### The clock network

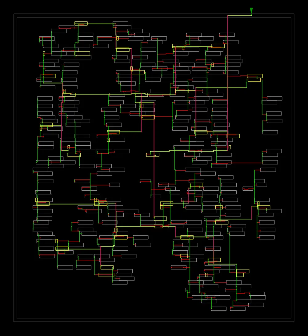
### Wires at chosen ports, followed through buffers

(1.5 px per um)
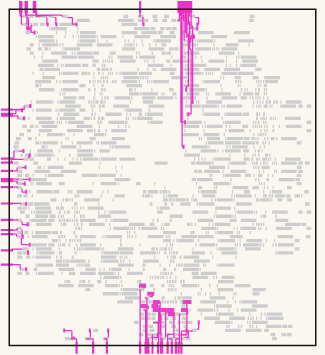
### Local utilization

(1 px per um) The die is cut into 20 by 22 equal tiles; dark purple is low, yellow is high, 0 to 100% covered.
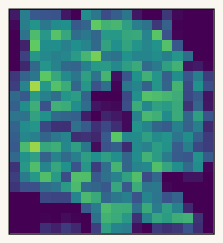
### Logic cells by family

(2 px per um)
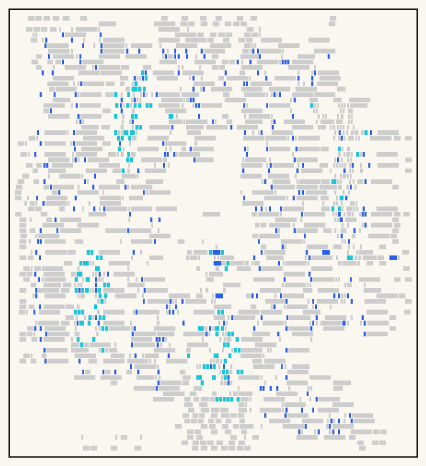
[src/rtl/pipelined_addsub.sv]
// Pipelined two's-complement adder/subtractor: the carry chain is cut into STAGES
// segments, one register stage each, with a global-stall valid/ready handshake.
module pipelined_addsub #(
   parameter int unsigned WIDTH  = 48,
   parameter int unsigned STAGES = 4
) (
   input  logic             clk,
   input  logic             rst,
   input  logic             in_valid,
   output logic             in_ready,
   input  logic [WIDTH-1:0] in1,
   input  logic [WIDTH-1:0] in2,
   input  logic             sub,
   input  logic             cin,
   output logic             out_valid,
   input  logic             out_ready,
   output logic [WIDTH-1:0] S,
   output logic             Cout,
   output logic             Ovf,
   output logic             Zero
);

   localparam int unsigned SEG   = WIDTH / STAGES;
   localparam int unsigned SEGP1 = SEG + 1;
   localparam int unsigned LAST  = STAGES - 1;

   logic [STAGES-1:0] r_v;
   logic [STAGES-1:0] r_c;
   logic [WIDTH-1:0]  r_a [STAGES];
   logic [WIDTH-1:0]  r_b [STAGES];
   logic [WIDTH-1:0]  r_s [STAGES];
   logic              r_ovf;
   logic              r_zero;

   logic              w_advance;
   logic [STAGES-1:0] w_v_src;
   logic [STAGES-1:0] w_c_src;
   logic [STAGES-1:0] w_c_nxt;
   logic [WIDTH-1:0]  w_a_src [STAGES];
   logic [WIDTH-1:0]  w_b_src [STAGES];
   logic [WIDTH-1:0]  w_s_src [STAGES];
   logic [WIDTH-1:0]  w_s_nxt [STAGES];
   logic [SEGP1-1:0]  w_seg   [STAGES];
   logic              w_ovf;
   logic              w_zero;

   // Global stall: everything moves only when the output slot is free or being drained.
   assign w_advance = !r_v[LAST] || out_ready;
   assign in_ready  = w_advance;

   // Stage k sums segment k from what stage k-1 registered; stage 0 draws from the ports.
   always_comb begin
      w_v_src = '0;
      w_c_src = '0;
      w_c_nxt = '0;
      w_a_src = '{default: '0};
      w_b_src = '{default: '0};
      w_s_src = '{default: '0};
      w_s_nxt = '{default: '0};
      w_seg   = '{default: '0};

      w_v_src[0] = in_valid;
      w_a_src[0] = in1;
      w_b_src[0] = sub ? ~in2 : in2;
      w_c_src[0] = cin ^ sub;
      for (int k = 1; k < STAGES; k++) begin
         w_v_src[k] = r_v[k-1];
         w_a_src[k] = r_a[k-1];
         w_b_src[k] = r_b[k-1];
         w_s_src[k] = r_s[k-1];
         w_c_src[k] = r_c[k-1];
      end

      for (int k = 0; k < STAGES; k++) begin
         w_seg[k] = SEGP1'(w_a_src[k][k*SEG +: SEG]) + SEGP1'(w_b_src[k][k*SEG +: SEG])
                  + SEGP1'(w_c_src[k]);
         w_s_nxt[k] = w_s_src[k];
         w_s_nxt[k][k*SEG +: SEG] = w_seg[k][SEG-1:0];
         w_c_nxt[k] = w_seg[k][SEG];
      end

      // Carry into the MSB is recovered as a^b^s at that bit.
      w_ovf  = w_a_src[LAST][WIDTH-1] ^ w_b_src[LAST][WIDTH-1]
             ^ w_s_nxt[LAST][WIDTH-1] ^ w_c_nxt[LAST];
      w_zero = (w_s_nxt[LAST] == '0);
   end

   // Stage registers; data only loads behind a valid bit so a stalled result stays put.
   always_ff @(posedge clk) begin
      if (rst) begin
         r_v    <= '0;
         r_c    <= '0;
         r_ovf  <= 1'b0;
         r_zero <= 1'b0;
         for (int k = 0; k < STAGES; k++) begin
            r_a[k] <= '0;
            r_b[k] <= '0;
            r_s[k] <= '0;
         end
      end else if (w_advance) begin
         r_v <= w_v_src;
         for (int k = 0; k < STAGES; k++) begin
            if (w_v_src[k]) begin
               r_a[k] <= w_a_src[k];
               r_b[k] <= w_b_src[k];
               r_s[k] <= w_s_nxt[k];
               r_c[k] <= w_c_nxt[k];
            end
         end
         if (w_v_src[LAST]) begin
            r_ovf  <= w_ovf;
            r_zero <= w_zero;
         end
      end
   end

   assign out_valid = r_v[LAST];
   assign S         = r_s[LAST];
   assign Cout      = r_c[LAST];
   assign Ovf       = r_ovf;
   assign Zero      = r_zero;

endmodule

[config.mk]
export PLATFORM = sky130hd
export DESIGN_NAME = pipelined_addsub
export DESIGN_NICKNAME = d
export VERILOG_FILES = /design/src/rtl/pipelined_addsub.sv
export SDC_FILE = /design/constraint.sdc
export NUM_CORES = 1
export LEC_CHECK = 0
export ABC_AREA = 1
export CAP_MARGIN = 15
export CORE_ASPECT_RATIO = 1.1
export CORE_MARGIN = 2
export CORE_UTILIZATION = 30
export DETAILED_ROUTE_END_ITERATION = 8
export HOLD_SLACK_MARGIN = 0.03
export PLACE_DENSITY = 0.51
export SYNTH_ARGS = -nofsm -noshare
export SYNTH_HDL_FRONTEND = slang
export SYNTH_SLANG_ARGS = --single-unit
[constraint.sdc]
create_clock -name clk -period 7.1 [get_ports clk]
set_input_delay 0.71 -clock clk [delete_from_list [all_inputs] [get_ports clk]]
set_output_delay 0.71 -clock clk [all_outputs]
set_load 0.1 [all_outputs]
==> run summary <==
yosys + openroad results -> switching share of power 25.20%, largest register by flop count r_s, Crit Reg-Reg Endpoint r_s[0][3]$_SDFFCE_PN0P_, Buf/Inv on CP 3, post-route cell area between 15000 and 20000 um^2, delay-heaviest family, CP buffers and inverters, Largest register FFs 120, most common cell in the netlist nor2_1, Tapcells between 500 and 600, top sig layer met4, crit path from out_ready, crit path to in_ready, net switching power around 0.001 W, Hold-fix buffers, CTS 0, worst endpoint required time between 6000 and 7000 ps, ys cells 1267, top power group sequential cells, number of global-route vias before repair roughly 8500, die area about 45000 um^2, min cycle time layout about 3400 ps, final WL 27250 um, routability congestion estimate about 0.81, xor/xnor share around 3.6%, Tcrit/Tclk final between 40 and 50%, most frequent cells after synthesis nor2_1 (290), edfxtp_1 (264), inv_1 (253), Comb pwr share between 10% and 20%, Worst EP arrival roughly 2700 ps, # setup viols final 0, adder share 5.425%, Post-synth EDFFs approximately 260, Pwr Density about 250 nW/um^2, dpl cells 1970, Die H between 200 and 250 um, Combinational Power 0.000533 W, grt met3 use slightly below 2%, Synth Seq Share between 60 and 70%, Achievable Freq ~300 MHz, and+or+nand+nor area frac roughly 15%, Layout area overhead 23.75%, Final #Nets 1583, status completed, WS Path Type input pin to output pin, vias after detailed routing between 8000 and 9000, HPWL Detailed approximately 20000 um, Setup Buffers After CTS 0, post-route setup slack 3732 ps, TritonCTS clock tree done, Slew Limit Fails 0, Max VDD drop approximately 160 uV, Mean Syn Cell Area 10.34 um^2
Back to the opening pictures, 'The clock network':
Flops: 274
# clock sinks: 274
Power Clock: 0.00153 W
worst skew pair latency: 570 ps
TritonCTS Buffers: 30

Back to the opening pictures, 'Wires at chosen ports, followed through buffers':
[magenta] `in1` | bits: 48 | direction: input | edge: 17 top, 16 bottom, 15 left | end cells: 49 | buffers: 48 | wire: 1120 um
Ports: 155
I/O Buffers: 154

Back to the opening pictures, 'Local utilization':
tiles over 75% full: 1.1%
nearly empty tiles: 15%
fullest tile: 86%
mean over tiles: 34%
core footprint: 43240 um^2
fp_density: 30.30%
final core occ: 37.49%

Back to the opening pictures, 'Logic cells by family':
[cyan] aoi and oai cells | cells: 112 | most used: a21oi_1
[blue] nor cells | cells: 298 | most used: nor2_1 | where: all over the die

Power is estimated from default activity; no workload was simulated.
